Routed metal per tile:
The bar under the picture is 20 µm long. 13 x 13 tiles, from black (low) to pale yellow (high), scaled to the fullest tile. Values are wire area over tile area, all layers added.
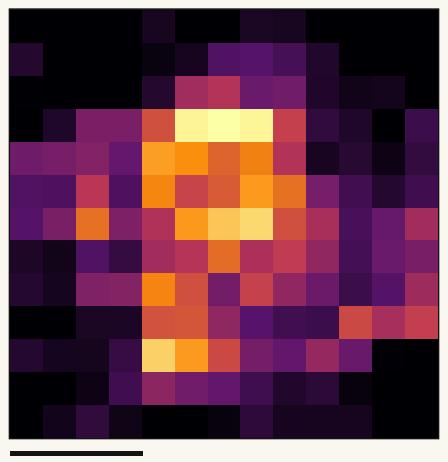
Metal layers overlaid:
The bar under the picture is 20 µm long. Only two layers are drawn.
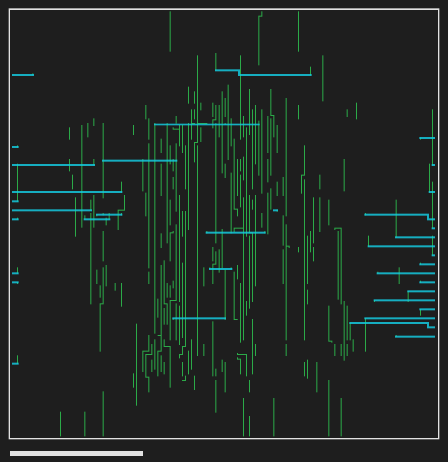
Placement view:
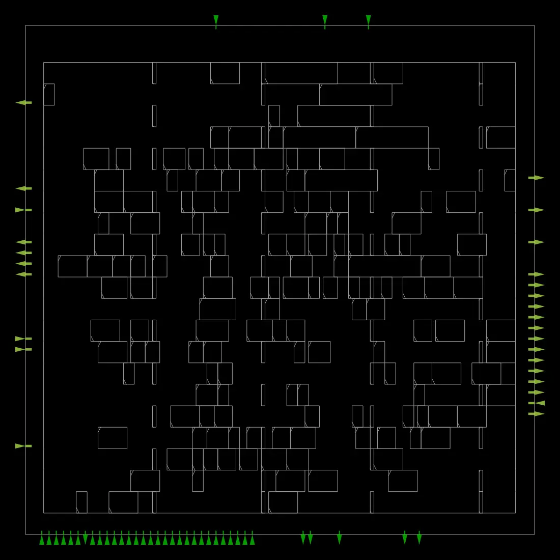
Placed cells, one color a class:
Fill, decap, tap and diode cells in gray.
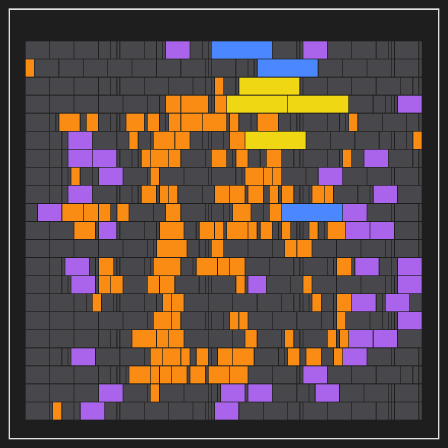
File: src/rtl/control_unit.sv
// -----------------------------------------------------------------------------
// control_unit
//   Hardwired fetch/decode/execute sequencer for the Bus datapath. It drives
//   every bus-drive select, register load, ALU operation, PC and memory strobe
//   that the datapath consumes. It reads back the IR opcode and the CON flag.
//
//   State is registered. Every output is decoded combinationally from the
//   current state and ir[31:27]. The only other inputs that reach the outputs
//   are con, in the branch T6 step, and clr through the async reset.
//
// Ports
//   clk        system clock, rising edge
//   clr        asynchronous active-low reset
//   ir         IR contents: op[31:27] ra[26:23] rb[22:19] rc[18:15]
//   con        branch condition from the datapath CON logic
//   mem_rdy    memory access completes this cycle
//   stop       request a halt at the next instruction boundary
//   PCout..Rout           bus-drive selects
//   PCins..Rin            register load strobes
//   Gra/Grb/Grc           IR register-field select for Rin/Rout/BAOut
//   incPC, MDRRead, mem_write
//   ALUop      ALU operation select
//   run        high while sequencing instructions
//
// State    | meaning
// ---------+--------------------------------------------------------------
// RESET    | held in reset; leaves on the first edge with clr high
// T0       | PC -> MAR, PC increment
// T1       | memory -> MDR; waits here for mem_rdy
// T2       | MDR -> IR
// T3..T7   | execute steps selected by ir[31:27]
// HALT     | stopped; run low, no strobes; left only through clr
// -----------------------------------------------------------------------------
module control_unit #(
  parameter int                 OPW     = 5,
  parameter int                 DATA_W  = 32,
  parameter logic [OPW-1:0]     ALU_ADD = 5'b00011
) (
  input  logic              clk,
  input  logic              clr,
  input  logic [DATA_W-1:0] ir,
  input  logic              con,
  input  logic              mem_rdy,
  input  logic              stop,

  output logic              PCout,
  output logic              ZLOout,
  output logic              ZHIout,
  output logic              MDRout,
  output logic              Cout,
  output logic              BAOut,
  output logic              Rout,

  output logic              PCins,
  output logic              MARins,
  output logic              MDRins,
  output logic              IRins,
  output logic              Yin,
  output logic              ZLOins,
  output logic              ZHIins,
  output logic              CONins,
  output logic              Rin,

  output logic              Gra,
  output logic              Grb,
  output logic              Grc,

  output logic              incPC,
  output logic              MDRRead,
  output logic              mem_write,

  output logic [OPW-1:0]    ALUop,
  output logic              run
);

  localparam logic [OPW-1:0] OP_LD   = 5'b00000;
  localparam logic [OPW-1:0] OP_ST   = 5'b00010;
  localparam logic [OPW-1:0] OP_ADD  = 5'b00011;
  localparam logic [OPW-1:0] OP_SUB  = 5'b00100;
  localparam logic [OPW-1:0] OP_AND  = 5'b00101;
  localparam logic [OPW-1:0] OP_OR   = 5'b00110;
  localparam logic [OPW-1:0] OP_ADDI = 5'b01100;
  localparam logic [OPW-1:0] OP_BR   = 5'b10010;
  localparam logic [OPW-1:0] OP_HALT = 5'b11011;

  typedef enum logic [3:0] {
    ST_RESET,
    ST_T0,
    ST_T1,
    ST_T2,
    ST_T3,
    ST_T4,
    ST_T5,
    ST_T6,
    ST_T7,
    ST_HALT
  } state_t;

  state_t state_q;
  state_t state_d;
  state_t boundary_state;

  logic [OPW-1:0] op;
  logic           is_rtype;
  logic           is_addi;
  logic           is_ld;
  logic           is_st;
  logic           is_br;
  logic           is_halt;
  logic           is_mem;

  // Only the opcode field steers the sequencer; the register fields are
  // consumed by the datapath's select logic, not here.
  logic unused_ir_fields;
  assign unused_ir_fields = ^ir[DATA_W-OPW-1:0];

  assign op = ir[DATA_W-1 -: OPW];

  always_comb begin
    is_rtype = (op == OP_ADD) || (op == OP_SUB) || (op == OP_AND) || (op == OP_OR);
    is_addi  = (op == OP_ADDI);
    is_ld    = (op == OP_LD);
    is_st    = (op == OP_ST);
    is_br    = (op == OP_BR);
    is_halt  = (op == OP_HALT);
    is_mem   = is_ld || is_st;
  end

  // stop is only honoured at an instruction boundary, so every path that
  // would enter T0 goes through this single decision.
  assign boundary_state = stop ? ST_HALT : ST_T0;

  always_ff @(posedge clk or negedge clr) begin
    if (!clr) begin
      state_q <= ST_RESET;
    end else begin
      state_q <= state_d;
    end
  end

  // Next-state logic
  always_comb begin
    state_d = state_q;
    case (state_q)
      ST_RESET: state_d = boundary_state;
      ST_T0:    state_d = ST_T1;
      ST_T1:    state_d = mem_rdy ? ST_T2 : ST_T1;
      ST_T2:    state_d = ST_T3;
      ST_T3: begin
        if (is_rtype || is_addi || is_mem || is_br) begin
          state_d = ST_T4;
        end else if (is_halt) begin
          state_d = ST_HALT;
        end else begin
          state_d = boundary_state;
        end
      end
      ST_T4: begin
        if (is_rtype || is_addi || is_mem || is_br) begin
          state_d = ST_T5;
        end else begin
          state_d = boundary_state;
        end
      end
      ST_T5: begin
        if (is_mem || is_br) begin
          state_d = ST_T6;
        end else begin
          state_d = boundary_state;
        end
      end
      ST_T6: begin
        if (is_ld) begin
          state_d = mem_rdy ? ST_T7 : ST_T6;
        end else if (is_st) begin
          state_d = ST_T7;
        end else begin
          state_d = boundary_state;
        end
      end
      ST_T7: begin
        // Only a store waits on memory in T7; a load already has its data.
        if (is_st && !mem_rdy) begin
          state_d = ST_T7;
        end else begin
          state_d = boundary_state;
        end
      end
      ST_HALT: state_d = ST_HALT;
      default: state_d = ST_RESET;
    endcase
  end

  // Output decode
  always_comb begin
    PCout     = 1'b0;
    ZLOout    = 1'b0;
    ZHIout    = 1'b0;
    MDRout    = 1'b0;
    Cout      = 1'b0;
    BAOut     = 1'b0;
    Rout      = 1'b0;
    PCins     = 1'b0;
    MARins    = 1'b0;
    MDRins    = 1'b0;
    IRins     = 1'b0;
    Yin       = 1'b0;
    ZLOins    = 1'b0;
    ZHIins    = 1'b0;
    CONins    = 1'b0;
    Rin       = 1'b0;
    Gra       = 1'b0;
    Grb       = 1'b0;
    Grc       = 1'b0;
    incPC     = 1'b0;
    MDRRead   = 1'b0;
    mem_write = 1'b0;
    ALUop     = '0;
    run       = 1'b0;

    case (state_q)
      ST_T0: begin
        run    = 1'b1;
        PCout  = 1'b1;
        MARins = 1'b1;
        incPC  = 1'b1;
      end
      ST_T1: begin
        run     = 1'b1;
        MDRRead = 1'b1;
        MDRins  = 1'b1;
      end
      ST_T2: begin
        run    = 1'b1;
        MDRout = 1'b1;
        IRins  = 1'b1;
      end
      ST_T3: begin
        run = 1'b1;
        if (is_rtype || is_addi) begin
          Grb  = 1'b1;
          Rout = 1'b1;
          Yin  = 1'b1;
        end else if (is_mem) begin
          // Base register via BAOut so that R0 reads as zero for absolute addressing.
          Grb   = 1'b1;
          BAOut = 1'b1;
          Yin   = 1'b1;
        end else if (is_br) begin
          Gra    = 1'b1;
          Rout   = 1'b1;
          CONins = 1'b1;
        end
      end
      ST_T4: begin
        run = 1'b1;
        if (is_rtype) begin
          Grc    = 1'b1;
          Rout   = 1'b1;
          ALUop  = op;
          ZLOins = 1'b1;
          ZHIins = 1'b1;
        end else if (is_addi || is_mem) begin
          Cout   = 1'b1;
          ALUop  = ALU_ADD;
          ZLOins = 1'b1;
        end else if (is_br) begin
          PCout = 1'b1;
          Yin   = 1'b1;
        end
      end
      ST_T5: begin
        run = 1'b1;
        if (is_rtype || is_addi) begin
          ZLOout = 1'b1;
          Gra    = 1'b1;
          Rin    = 1'b1;
        end else if (is_mem) begin
          ZLOout = 1'b1;
          MARins = 1'b1;
        end else if (is_br) begin
          Cout   = 1'b1;
          ALUop  = ALU_ADD;
          ZLOins = 1'b1;
        end
      end
      ST_T6: begin
        run = 1'b1;
        if (is_ld) begin
          MDRRead = 1'b1;
          MDRins  = 1'b1;
        end else if (is_st) begin
          // MDRRead low selects the bus into MDR rather than memory.
          Gra    = 1'b1;
          Rout   = 1'b1;
          MDRins = 1'b1;
        end else if (is_br && con) begin
          ZLOout = 1'b1;
          PCins  = 1'b1;
        end
      end
      ST_T7: begin
        run = 1'b1;
        if (is_ld) begin
          MDRout = 1'b1;
          Gra    = 1'b1;
          Rin    = 1'b1;
        end else if (is_st) begin
          mem_write = 1'b1;
        end
      end
      default: begin
        run = 1'b0;
      end
    endcase
  end

endmodule
File: config.mk
export PLATFORM = sky130hd
export DESIGN_NAME = control_unit
export DESIGN_NICKNAME = d
export VERILOG_FILES = /design/src/rtl/control_unit.sv
export SDC_FILE = /design/constraint.sdc
export NUM_CORES = 1
export LEC_CHECK = 0
export CELL_PAD_IN_SITES_DETAIL_PLACEMENT = 0
export CELL_PAD_IN_SITES_GLOBAL_PLACEMENT = 1
export CORE_MARGIN = 2
export CORE_UTILIZATION = 22
export CTS_BUF_LIST = sky130_fd_sc_hd__clkbuf_16
export CTS_CLUSTER_SIZE = 8
export DETAILED_ROUTE_END_ITERATION = 8
export HOLD_SLACK_MARGIN = 0.05
export PLACE_DENSITY_LB_ADDON = 0.1
export SLEW_MARGIN = 5
export SYNTH_ARGS = -nofsm -noshare
export SYNTH_HDL_FRONTEND = slang
export SYNTH_SLANG_ARGS = --single-unit
File: constraint.sdc
create_clock -name clk -period 4.9 [get_ports clk]
set_clock_uncertainty 0.1 [all_clocks]
set_input_delay 0.98 -clock clk [delete_from_list [all_inputs] [get_ports clk]]
set_output_delay 0.98 -clock clk [all_outputs]
set_load 0.02 [all_outputs]
==> job_summary.md <==
## PnR job results

| Metric | Value |
|---|---|
| GPL Wtd Cong | 0.7772 |
| Clock Tree Buf Depth | 2 |
| Largest Register | state_q |
| Log Warnings | 53 |
| Total power | 0.5635 mW |
| Worst R2R Path Depth | 3 |
| Grt total ovfl | 0 |
| Max Fclk | 225.8 MHz |
| Hold Worst Slack | 0.6625 ns |
| Root Buffer | clkbuf_16 |
| Die Area | 4163 µm² |
| Final worst setup slack | 0.4706 ns |
| Post-synthesis area per instance | 6.395 µm² |
| CP startpoint kind | input port |
| Post-Place Setup Slack | 0.4750 ns |
| Simple-gate area share of the yosys netlist | 0.4255 |
| Drt first pass iters | 6 |
| Yosys aoi share | 0.2950 |
| Die Span Y | 64.52 µm |
| Adders+Majority by Area | 0 |
| Critical Path Start | ir[29] |
| Warnings from Yosys | 0 |
| Slowest-stage cell, CP | clkdlybuf4s50_1 |
| Final instance area | 1217 µm² |
| Placed instance area | 1142 µm² |
| Fin nets | 192 |
| Ys flops | 4 |
| Vias in the first global route | 937 |
| Top Ports | 65 |
| Final ANT Viol Nets | 0 |
| CP Data Arrival Time | 3.35 ns |
| Cts hold-fix bufs | 0 |
| R2r startpoint | state_q[2] |
| Initial antenna violation count | 0 |
| Largest net degree at the start of global routing | 18 |
| CTS Sinks | 4 |
| Main logic family | simple AND/OR/NAND/NOR gates |
| Max-slew violations | 0 |
| Psw | 0.2588 mW |
| Top sig layer | met4 |
| Max-Cap Viols | 0 |
| Relative slew margins | 0.6092 |
| Row count | 21 |
| Max rail drop VDD | 235.0 µV |
| Top flop regs | state_q x4 |
| Outcome | complete, no violations |
| Seq share, synth | 0.1242 |
| Post CTS Setup Buffer Count | 0 |
About 'routed metal per tile':
The emptiest ninth of the die: upper right. 22% of the tiles are nearly empty. The densest ninth of the die: center. The fullest tile reaches 0.42. The mean over all tiles is 0.11.

About 'metal layers overlaid':
Key: metal 2 = green [wire length 1180 µm]; metal 3 = cyan [wire length 204 µm]
All-Layer GR Usage: 0.1364
Post-Route WL: 2753 µm
Via Count: 1019
DR WL/cell: 13.83 µm

About 'placement view':
flop count: 4
Final Core Density: 0.3564
core area: 3416 µm²
fin cells: 199

About 'placed cells, one color a class':
Key: clock drivers = blue [cells 3, share of their area 6.5%]; sequential cells = yellow [cells 4, share of their area 8.6%]; remaining buffers and delay cells = purple [cells 36, share of their area 31%]; combinational and other logic = orange [cells 110, share of their area 54%]

[path summary, 6_finish.rpt]
path / to / slack, ns
max: ALUop[0] / 0.47
min: state_q[1] / 0.66
max reg2reg: state_q[2] / 3.15
min reg2reg: state_q[1] / 0.66
max in group asynchronous: state_q[3] / 3.68
min in group asynchronous: state_q[2] / 0.85
[synthesized netlist by cell type (3+ instances only)]
master	instances	share of area
buf_4	5	0.047
dfrtp_1	4	0.12
nand3_1	6	0.037
o21ai_0	9	0.056
nand2b_1	5	0.039
inv_1	3	0.014
nor3_1	5	0.031
nor2b_1	4	0.031
a21oi_1	5	0.031
or3_1	4	0.031
nor2_1	18	0.084
o22ai_1	3	0.023
clkbuf_1	4	0.019
nand2_1	13	0.061
buf_2	3	0.019
[kinds of logic (layout without fill, tap and decap cells)]
family	count (synthesis)	after routing
buf+inv	17	42
flops	4	4
compound gates	35	35
simple gates	66	66
xor+xnor	3	3
other cells	1	3
[through the flow]
| step | instances | utilization |
|---|---|---|
| floorplan | 128 | - |
| global placement | 196 | 0.3344 |
| detailed placement | 196 | 0.3344 |
| CTS | 199 | 0.3564 |
| global route | 199 | 0.3564 |
| finish | 199 | 0.3564 |
[power by group through the flow]
stage / logic, mW / clock network [mW] / registers (mW)
after floorplan: 0.246 / 0 / 0.0640
after global placement: 0.327 / 0 / 0.108
after detailed placement: 0.326 / 0 / 0.107
after CTS: 0.328 / 0.130 / 0.106
after global routing: 0.356 / 0.133 / 0.114
final: 0.328 / 0.128 / 0.107
[metal layers]
metal  track usage  vias to the layer above
met5             0                        -
met4       0.03191                        0
met3       0.02604                        2
met2        0.2057                       47
met1        0.1992                      470
li1              -                      500
[layout by cell type, fill, tap and decap left out, types with 3 or more instances in the layout]
cell / n
inv_1: 3
nor2b_1: 4
or3_1: 4
o21ai_0: 9
nor3_1: 5
a21oi_1: 5
clkbuf_16: 3
o22ai_1: 3
nand2_1: 13
nor2_1: 18
conb_1: 3
clkdlybuf4s50_1: 34
nand3_1: 6
nand2b_1: 5
dfrtp_1: 4
[layout make-up]
cell class | instances | area, µm²
timing repair buffer | 36 | 355.3
sequential | 4 | 100.1
multi-input combinational | 107 | 618.1
inverter | 3 | 11.26
tap | 46 | 57.56
fill | 390 | 2198
clock buffer | 3 | 75.07
[worst max-delay path, delay by kind of cell]
| kind | cells | cell delay, ns |
|---|---|---|
| compound gates | 4 | 0.76 |
| buf+inv | 2 | 1.41 |
| simple gates | 1 | 0.19 |
No activity file was given, so power comes from the tool's default toggle rates.
